**Where the registers sit**

(4 px per um)
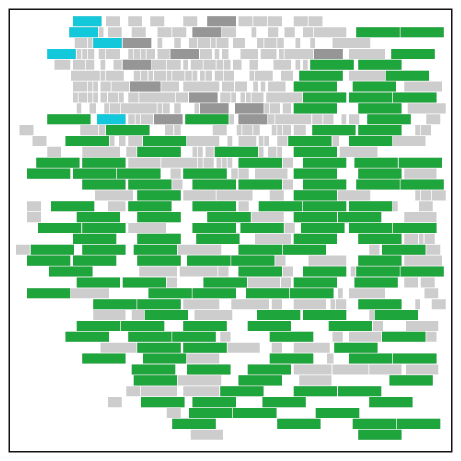
**Clock wires, drivers and flops**

(4 px per um)
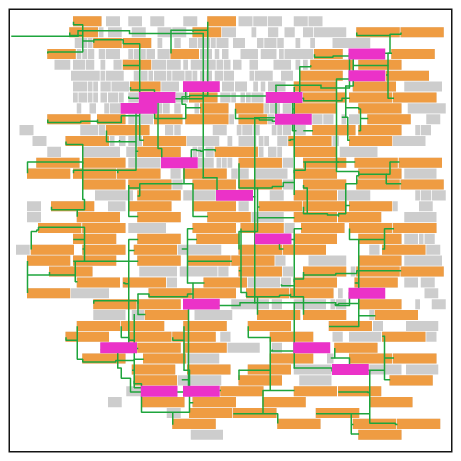
**Supply network**

(3 px per um) Pins as bars on the die edge.
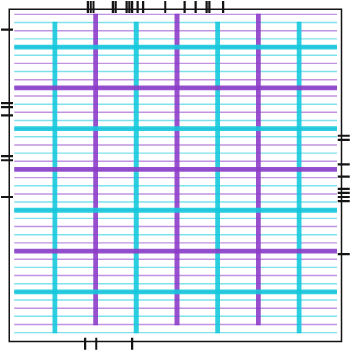
## src/rtl/pkt_fifo_pkg.sv

```systemverilog
// Shared definitions for the store-and-forward packet FIFO: default widths,
// beat layout {last,data} and the read-side mode encoding.
package pkt_fifo_pkg;

    localparam int unsigned DEFAULT_DATA_W = 8;
    localparam int unsigned DEFAULT_DEPTH  = 16;

    // STORE: only complete packets are visible; RELEASE: an oversize packet drains cut-through
    typedef enum logic {
        MODE_STORE   = 1'b0,
        MODE_RELEASE = 1'b1
    } mode_e;

    function automatic int unsigned beat_w(input int unsigned data_w);
        return data_w + 1;
    endfunction

endpackage

```

## src/rtl/pkt_fifo_mem.sv

```systemverilog
// Beat storage for pkt_fifo: DEPTH x WIDTH, one synchronous write port and
// one asynchronous read port.
module pkt_fifo_mem
    import pkt_fifo_pkg::*;
#(
    parameter  int unsigned WIDTH = beat_w(DEFAULT_DATA_W),
    parameter  int unsigned DEPTH = DEFAULT_DEPTH,
    localparam int unsigned AW    = $clog2(DEPTH)
) (
    input  logic             clk,
    input  logic             wr_en,
    input  logic [AW-1:0]    wr_addr,
    input  logic [WIDTH-1:0] wr_data,
    input  logic [AW-1:0]    rd_addr,
    output logic [WIDTH-1:0] rd_data
);

    logic [WIDTH-1:0] mem_q [DEPTH];

    always_ff @(posedge clk) begin
        if (wr_en) begin
            mem_q[wr_addr] <= wr_data;
        end
    end

    assign rd_data = mem_q[rd_addr];

endmodule

```

## src/rtl/pkt_fifo.sv

```systemverilog
// Store-and-forward packet FIFO: presents only complete packets downstream,
// with a cut-through escape when a single packet overfills the storage.
module pkt_fifo
    import pkt_fifo_pkg::*;
#(
    parameter  int unsigned DATA_W = DEFAULT_DATA_W,
    parameter  int unsigned DEPTH  = DEFAULT_DEPTH,
    localparam int unsigned AW     = $clog2(DEPTH)
) (
    input  logic              clk,
    input  logic              rst,
    input  logic              s_valid,
    input  logic              s_last,
    input  logic [DATA_W-1:0] s_data,
    output logic              s_ready,
    output logic              m_valid,
    output logic              m_last,
    output logic [DATA_W-1:0] m_data,
    input  logic              m_ready,
    output logic [AW:0]       level,
    output logic [AW:0]       pkt_count,
    output logic              oversize
);

    localparam int unsigned BEAT_W = beat_w(DATA_W);
    localparam logic [AW:0] ONE    = {{AW{1'b0}}, 1'b1};

    logic [AW:0]       wr_ptr_q, wr_ptr_d;
    logic [AW:0]       rd_ptr_q, rd_ptr_d;
    logic [AW:0]       pkt_count_q, pkt_count_d;
    logic              oversize_q, oversize_d;
    mode_e             mode_q, mode_d;

    logic              empty;
    logic              full;
    logic              wr_fire;
    logic              rd_fire;
    logic [BEAT_W-1:0] rd_beat;

    pkt_fifo_mem #(
        .WIDTH (BEAT_W),
        .DEPTH (DEPTH)
    ) u_mem (
        .clk     (clk),
        .wr_en   (wr_fire),
        .wr_addr (wr_ptr_q[AW-1:0]),
        .wr_data ({s_last, s_data}),
        .rd_addr (rd_ptr_q[AW-1:0]),
        .rd_data (rd_beat)
    );

    // Handshake outputs depend only on registered state (no full-FIFO pass-through)
    always_comb begin
        empty   = (wr_ptr_q == rd_ptr_q);
        full    = (wr_ptr_q[AW-1:0] == rd_ptr_q[AW-1:0]) && (wr_ptr_q[AW] != rd_ptr_q[AW]);
        s_ready = !full && !rst;
        m_valid = !empty && ((pkt_count_q != '0) || (mode_q == MODE_RELEASE)) && !rst;
        m_last  = rd_beat[DATA_W];
        m_data  = rd_beat[DATA_W-1:0];
        wr_fire = s_valid && s_ready;
        rd_fire = m_valid && m_ready;
    end

    always_comb begin
        wr_ptr_d    = wr_ptr_q;
        rd_ptr_d    = rd_ptr_q;
        pkt_count_d = pkt_count_q;
        if (wr_fire) begin
            wr_ptr_d = wr_ptr_q + ONE;
        end
        if (rd_fire) begin
            rd_ptr_d = rd_ptr_q + ONE;
        end
        case ({wr_fire && s_last, rd_fire && m_last})
            2'b10:   pkt_count_d = pkt_count_q + ONE;
            2'b01:   pkt_count_d = pkt_count_q - ONE;
            default: pkt_count_d = pkt_count_q;
        endcase
    end

    // Full with no complete packet means one packet exceeds DEPTH: drain it cut-through
    always_comb begin
        mode_d     = mode_q;
        oversize_d = oversize_q;
        case (mode_q)
            MODE_STORE: begin
                if (full && (pkt_count_q == '0)) begin
                    mode_d     = MODE_RELEASE;
                    oversize_d = 1'b1;
                end
            end
            MODE_RELEASE: begin
                if (rd_fire && m_last) begin
                    mode_d = MODE_STORE;
                end
            end
            default: mode_d = MODE_STORE;
        endcase
    end

    always_ff @(posedge clk) begin
        if (rst) begin
            wr_ptr_q    <= '0;
            rd_ptr_q    <= '0;
            pkt_count_q <= '0;
            oversize_q  <= 1'b0;
            mode_q      <= MODE_STORE;
        end else begin
            wr_ptr_q    <= wr_ptr_d;
            rd_ptr_q    <= rd_ptr_d;
            pkt_count_q <= pkt_count_d;
            oversize_q  <= oversize_d;
            mode_q      <= mode_d;
        end
    end

    assign level     = wr_ptr_q - rd_ptr_q;
    assign pkt_count = pkt_count_q;
    assign oversize  = oversize_q;

endmodule

```

## config.mk

```make
export PLATFORM = sky130hd
export DESIGN_NAME = pkt_fifo
export DESIGN_NICKNAME = d
export VERILOG_FILES = /design/src/rtl/pkt_fifo_pkg.sv /design/src/rtl/pkt_fifo_mem.sv /design/src/rtl/pkt_fifo.sv
export SDC_FILE = /design/constraint.sdc
export NUM_CORES = 1
export LEC_CHECK = 0
export ABC_CLOCK_PERIOD_IN_PS = 9800
export CAP_MARGIN = 30
export CORE_UTILIZATION = 57
export CTS_CLUSTER_SIZE = 14
export DETAILED_ROUTE_END_ITERATION = 10
export GPL_ROUTABILITY_DRIVEN = 0
export PLACE_DENSITY = 0.86
export SLEW_MARGIN = 20
export SYNTH_ARGS = -nofsm -noshare
export SYNTH_HDL_FRONTEND = slang
export SYNTH_HIERARCHICAL = 1
export SYNTH_SLANG_ARGS = --single-unit
export TNS_END_PERCENT = 20
```

## constraint.sdc

```tcl
create_clock -name clk -period 9.8 [get_ports clk]
set_input_delay 1.96 -clock clk [delete_from_list [all_inputs] [get_ports clk]]
set_output_delay 1.96 -clock clk [all_outputs]
set_load 0.005 [all_outputs]
```

==> job_summary.md <==
### Flow metrics

| Metric | Value |
|---|---|
| Status | finished, final reports clean |
| Vias | 3,591 |
| Worst setup margin | 4.04 ns |
| DR iter-0 viols | 368 |
| Post-DRT Antenna Nets | 0 |
| Flop pwr share | 0.522 |
| TritonCTS clock tree | yes |
| GRT Util Overall | 0.230 |
| Min-Delay Path Depth | 2 |
| Top cells excl fill/tap | 144 x edfxtp_1, 36 x nor2_1, 34 x clkdlybuf4s50_1 |
| Wire length per cell | 22.5 um |
| Initial antenna violation count | 0 |
| Yosys stat cell total | 375 |
| Worst vdd ir | 0.000118 V |
| Leakage | 2.50 nW |
| Commonest cells post-synth | 144 x edfxtp_1, 36 x nor2_1, 21 x mux4_2 |
| Dpl cell area | 7120 um2 |
| Hold Path End | oversize |
| Distinct cells, synth | 42 |
| Post-CTS Hold Fix Bufs | 0 |
| Grt ovf | 0 |
| CP Capture Type | output pin |
| Reg2reg path depth | 12 |
| First-pass detailed-route iteration total | 5 |
| WP buf/inv | 2 |
| Top Layer Used | met4 |
| Post-DP HPWL | 7930 um |
| DR DRC count | 0 |
| CP arrival | 3.80 ns |
| Most common cell in the synthesized netlist | edfxtp_1 |
| Wire length on met1 | 5310 um |
| Synthesis area per yosys | 6680 um2 |
| Port bufs | 34 |
| Fp util | 0.585 |
| Critical R2R Launch | rd_ptr_q[0] |
| Met2 Wirelength | 6550 um |
| CTS Buffer Depth | 2 |
| Met1 Usage GRT | 0.302 |
| Pin count of the biggest net entering global routing | 40 |
| CP delay by family, top | buffers and inverters |
| Share of layout cells above drive strength 1 | 0.150 |
| Dominant flop cell | edfxtp_1 |
| Synth area leader | edfxtp_1 |
| # diodes | 0 |
| Htree depth | 4 |
| Worst Setup SP | rst |
| CP max-delay cell | clkdlybuf4s50_1 |
| Yosys warning count | 6 |
| CP endpoint | m_valid |
| Post-route cell area | 7710 um2 |
| Most common logic cell in the routed design | edfxtp_1 |
| Area share, top type | 0.647 |
| Post-Syn Area | 6680 um2 |
| Via count of the first global-routing pass | 3,491 |
| Critical path's largest stage delay | 0.85 ns |
| Least-Margin Pin Slew | 0.969 ns |
| Setup bufs post-CTS | 0 |
| First-pass GRT wire length | 19,400 um |
| Synthesized flop and latch total | 161 |
| Setup CP Type | input pin to output pin |
| Final setup fails | 0 |
| Wirelength, routed | 13,000 um |
| Worst-path fanout max | 25 |
| CTS Buf Count | 17 |
| Area Growth Syn to Fin | 15.4% |
| Register area share after synthesis | 0.698 |
| Largest Pwr Group | registers |
| Comb pwr share | 0.043 |
| Most common cell on crit path | clkdlybuf4s50_1 |
| Nets at Floorplan | 400 |
| R2R Path End | pkt_count[4] |
| Sink Count | 161 |
| # nets final | 446 |
-- 'where the registers sit' (at the start) --
[cyan] pkt_count | sequential cells: 5 | where: north-west
[green] u_mem/mem_q | sequential cells: 144 | where: widely spread
Reg area: 4670 um2
Seq. pwr: 0.000758 W
sequential share of cell area: 0.605
Final Util: 0.675

-- 'clock wires, drivers and flops' (at the start) --
[green] clock wires | length: 1,660 um
[magenta] clock drivers | count: 17
[orange] flip-flops | count: 161
routed clock nets: 18
clk pwr: 0.000632 W
clock share of power: 0.435
worst-skew pair later-pin latency: 0.41 ns
clk_skew: 0.00872 ns

-- 'supply network' (at the start) --
[purple] VDD
[cyan] VSS
met5 straps: 7
signal pins: 35
rows: 39
met4 straps: 7
die width: 110 um
chip height: 110 um

-- final cells by class --
class	count	area, um2
timing repair buffer	42	400
fill	727	3710
clock inverter	14	143
inverter	15	56.3
sequential	161	4670
tap	143	179
clock buffer	18	429
multi-input combinational	184	1840
-- registers in the layout (all words and copies together), names as in the netlist --
signal / flops
mode_q: 1
oversize: 1
pkt_count: 5
rd_ptr_q: 5
u_mem/mem_q: 144
wr_ptr_q: 5
-- kinds of logic after synthesis --
kind of cell	after synthesis	synth area share
AOI/OAI and AO/OA	43	0.0433
xor gates and xnor gates	13	0.0170
adders and majority gates	12	0.0247
buffers and inverters	30	0.0277
DFF	161	0.698
muxes	40	0.136
and+or+nand+nor	76	0.0532
Power and IR drop assume default switching activity.
